$ cat src/rtl/tmds_video_encoder.sv
`default_nettype none
// ============================================================================
// tmds_video_encoder
//   N-channel DC-balanced TMDS encoder with optional preamble/guard-band insertion.
//   Revision: 1.0
// ============================================================================
module tmds_video_encoder #(
  parameter int p_channels   = 3,
  parameter bit p_guard_mode = 1'b0
) (
  input  logic                       i_clk,
  input  logic                       i_rst,
  input  logic                       i_hsync,
  input  logic                       i_vsync,
  input  logic                       i_blank,
  input  logic [p_channels-1:0][7:0] i_data,
  output logic [p_channels-1:0][9:0] o_symbol,
  output logic                       o_blank
);

  localparam logic [9:0] CTL_IDLE = 10'b1101010100;

  if (p_channels < 1 || p_channels > 8) begin : g_bad_channels
    $error("tmds_video_encoder: p_channels must be in 1..8");
  end
  if (p_guard_mode && p_channels != 3) begin : g_bad_guard
    $error("tmds_video_encoder: guard mode requires p_channels == 3");
  end

  function automatic logic [3:0] ones8(input logic [7:0] v);
    logic [3:0] n;
    n = 4'd0;
    for (int i = 0; i < 8; i++) n = n + {3'b000, v[i]};
    return n;
  endfunction

  function automatic logic [8:0] min_transition(input logic [7:0] d);
    logic [8:0] q;
    logic [3:0] n;
    logic       use_xnor;
    n        = ones8(d);
    use_xnor = (n > 4'd4) || (n == 4'd4 && !d[0]);
    q        = '0;
    q[0]     = d[0];
    for (int i = 1; i < 8; i++) q[i] = use_xnor ? ~(q[i-1] ^ d[i]) : (q[i-1] ^ d[i]);
    q[8] = ~use_xnor;
    return q;
  endfunction

  function automatic logic [9:0] ctl_symbol(input logic [1:0] c);
    logic [9:0] s;
    case (c)
      2'b00:   s = 10'b1101010100;
      2'b01:   s = 10'b0010101011;
      2'b10:   s = 10'b0101010100;
      default: s = 10'b1010101011;
    endcase
    return s;
  endfunction

  logic                       dl_blank, dl_hsync, dl_vsync;
  logic [p_channels-1:0][7:0] dl_data;
  logic                       in_preamble, in_guard;
  logic                       s1_blank, s1_hsync, s1_vsync;
  logic [p_channels-1:0][8:0] s1_qm;
  logic                       s2_blank;

  if (p_guard_mode) begin : g_delay
    localparam int DEPTH = 10;
    logic [DEPTH-1:0]                       blank_sr, hsync_sr, vsync_sr;
    logic [DEPTH-1:0][p_channels-1:0][7:0] data_sr;
    logic                                   prev_blank;
    logic [3:0]                             k;

    always_ff @(posedge i_clk) begin
      if (i_rst) begin
        blank_sr <= '1;
        hsync_sr <= '0;
        vsync_sr <= '0;
        data_sr  <= '0;
      end else begin
        blank_sr <= {blank_sr[DEPTH-2:0], i_blank};
        hsync_sr <= {hsync_sr[DEPTH-2:0], i_hsync};
        vsync_sr <= {vsync_sr[DEPTH-2:0], i_vsync};
        data_sr  <= {data_sr[DEPTH-2:0], i_data};
      end
    end

    // k counts down toward the first active pixel as it reaches stage 2.
    always_ff @(posedge i_clk) begin
      if (i_rst) begin
        prev_blank <= 1'b1;
        k          <= 4'd0;
      end else begin
        prev_blank <= i_blank;
        if (prev_blank && !i_blank) k <= 4'd10;
        else if (k != 4'd0)         k <= k - 4'd1;
      end
    end

    assign dl_blank    = blank_sr[DEPTH-1];
    assign dl_hsync    = hsync_sr[DEPTH-1];
    assign dl_vsync    = vsync_sr[DEPTH-1];
    assign dl_data     = data_sr[DEPTH-1];
    assign in_preamble = s1_blank && (k >= 4'd3);
    assign in_guard    = s1_blank && (k == 4'd1 || k == 4'd2);
  end else begin : g_direct
    assign dl_blank    = i_blank;
    assign dl_hsync    = i_hsync;
    assign dl_vsync    = i_vsync;
    assign dl_data     = i_data;
    assign in_preamble = 1'b0;
    assign in_guard    = 1'b0;
  end

  always_ff @(posedge i_clk) begin
    if (i_rst) begin
      s1_blank <= 1'b1;
      s1_hsync <= 1'b0;
      s1_vsync <= 1'b0;
      s1_qm    <= '0;
      s2_blank <= 1'b1;
    end else begin
      s1_blank <= dl_blank;
      s1_hsync <= dl_hsync;
      s1_vsync <= dl_vsync;
      for (int ch = 0; ch < p_channels; ch++) s1_qm[ch] <= min_transition(dl_data[ch]);
      s2_blank <= s1_blank;
    end
  end

  assign o_blank = s2_blank;

  for (genvar ch = 0; ch < p_channels; ch++) begin : g_ch
    localparam bit         SYNC_CH = (ch == 0) || !p_guard_mode;
    localparam logic [9:0] GB_SYM  = (ch == 1) ? 10'b0100110011 : 10'b1011001100;

    logic [8:0]        qm;
    logic [3:0]        n1, n0;
    logic signed [4:0] diff, cnt, cnt_next;
    logic [1:0]        ctl;
    logic [9:0]        sym, sym_next;

    assign qm   = s1_qm[ch];
    assign n1   = ones8(qm[7:0]);
    assign n0   = 4'd8 - n1;
    assign diff = $signed({1'b0, n1}) - $signed({1'b0, n0});

    always_comb begin
      ctl = 2'b00;
      if (SYNC_CH)                      ctl = {s1_vsync, s1_hsync};
      else if (ch == 1 && in_preamble)  ctl = 2'b01;
    end

    always_comb begin
      sym_next = ctl_symbol(ctl);
      cnt_next = 5'sd0;
      if (s1_blank) begin
        if (in_guard) sym_next = GB_SYM;
      end else if (cnt == 5'sd0 || n1 == n0) begin
        sym_next = {~qm[8], qm[8], qm[8] ? qm[7:0] : ~qm[7:0]};
        cnt_next = qm[8] ? cnt + diff : cnt - diff;
      end else if ((cnt > 5'sd0 && n1 > n0) || (cnt < 5'sd0 && n0 > n1)) begin
        sym_next = {1'b1, qm[8], ~qm[7:0]};
        cnt_next = cnt + (qm[8] ? 5'sd2 : 5'sd0) - diff;
      end else begin
        sym_next = {1'b0, qm[8], qm[7:0]};
        cnt_next = cnt - (qm[8] ? 5'sd0 : 5'sd2) + diff;
      end
    end

    always_ff @(posedge i_clk) begin
      if (i_rst) begin
        cnt <= 5'sd0;
        sym <= CTL_IDLE;
      end else begin
        cnt <= cnt_next;
        sym <= sym_next;
      end
    end

    assign o_symbol[ch] = sym;
  end

endmodule
`default_nettype wire

$ cat config.mk
export PLATFORM = sky130hd
export DESIGN_NAME = tmds_video_encoder
export DESIGN_NICKNAME = d
export VERILOG_FILES = /design/src/rtl/tmds_video_encoder.sv
export SDC_FILE = /design/constraint.sdc
export NUM_CORES = 1
export LEC_CHECK = 0
export CORE_MARGIN = 2
export CORE_UTILIZATION = 63
export CTS_CLUSTER_SIZE = 20
export DETAILED_ROUTE_END_ITERATION = 6
export HOLD_SLACK_MARGIN = 0.05
export PLACE_DENSITY = 0.86
export SETUP_SLACK_MARGIN = 0.15
export SLEW_MARGIN = 5
export SYNTH_ARGS = -nofsm -noshare
export SYNTH_HDL_FRONTEND = slang
export SYNTH_SLANG_ARGS = --single-unit
export TNS_END_PERCENT = 50
$ cat constraint.sdc
create_clock -name i_clk -period 9.35 [get_ports i_clk]
set_clock_uncertainty 0.1 [all_clocks]
set_input_delay 1.4025 -clock i_clk [delete_from_list [all_inputs] [get_ports i_clk]]
set_output_delay 1.4025 -clock i_clk [all_outputs]
set_load 0.02 [all_outputs]
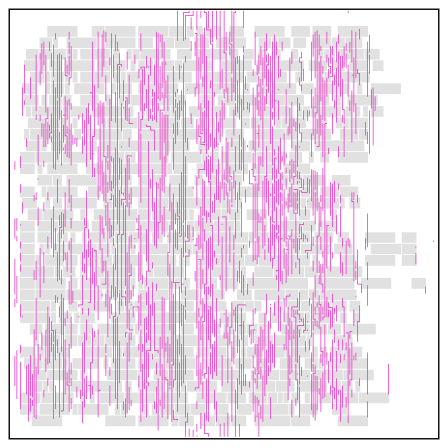
Figure 1: M2 wires.
main direction: vertical
longest straight run: 45.9 um

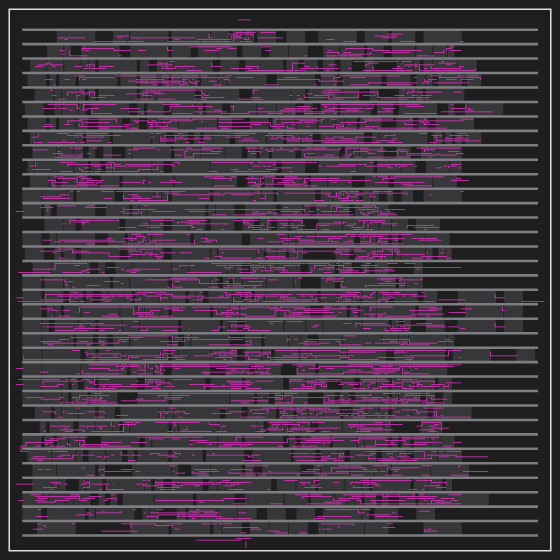
Figure 2: met1 routing.
Supply wires on this layer in grey.
wire length on this layer: 5220 um
nets with wire on the layer: 763
main direction: horizontal
share of all routed wire: 42%

==> changes_impl.md <==
## Implementation

- Post-Place Cells: a little over 800
- Chip height: slightly above 100 um
- Top class by area: multi-input combinational cells
- Outcome: complete, no violations
- Number of stages on the worst setup path: 19
- Fin cells: ~830
- Ports: about 60
- Simple-gate share of the synthesized area: 0.1009
- Top cell excl fill/tap: inv_1
- Ant diodes: 0
- Fill count: about 620
- Max Freq: around 180 MHz
- Pin slew with the least headroom to its limit: roughly 1.2 ns
- Buffers, non-clock: 59
- Slowest-stage cell, CP: fa_1
- Synth logic family: adder cells
- Dominant flop cell: dfxtp_1
- CP top delay family: adder cells
- Initial core utilization: 0.6498
- Top-count cell post-synth: inv_1
- Log Warnings: 44
- Post-synth mux share: 0.02917
- Met1 Track Usage GR: 0.3037
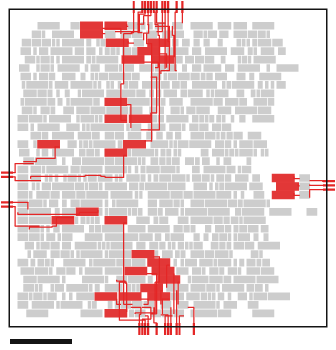
Figure 3: nets reached from selected ports.
Bar = 20 um.
| port | colour | bits | direction | end cells | buffers | wire |
|---|---|---|---|---|---|---|
| `o_symbol` | red | 30 | output | 30 | 30 | 726 um |

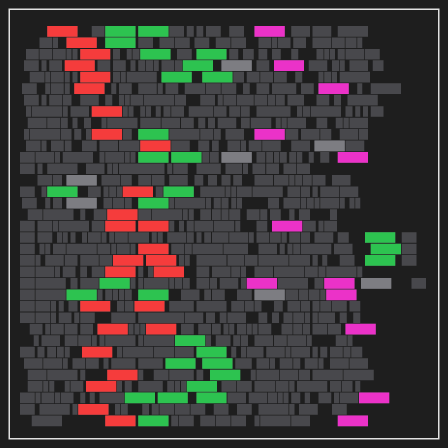
Figure 4: sequential cells grouped by signal name.
Other sequential cells in the stronger grey, the rest of the logic in the fainter grey.
| name in the netlist | colour | placed flops |
|---|---|---|
| `g_ch.cnt` | magenta | 12 |
| `g_ch.sym` | green | 30 |
| `g_ch.qm` | red | 27 |
not coloured: 7

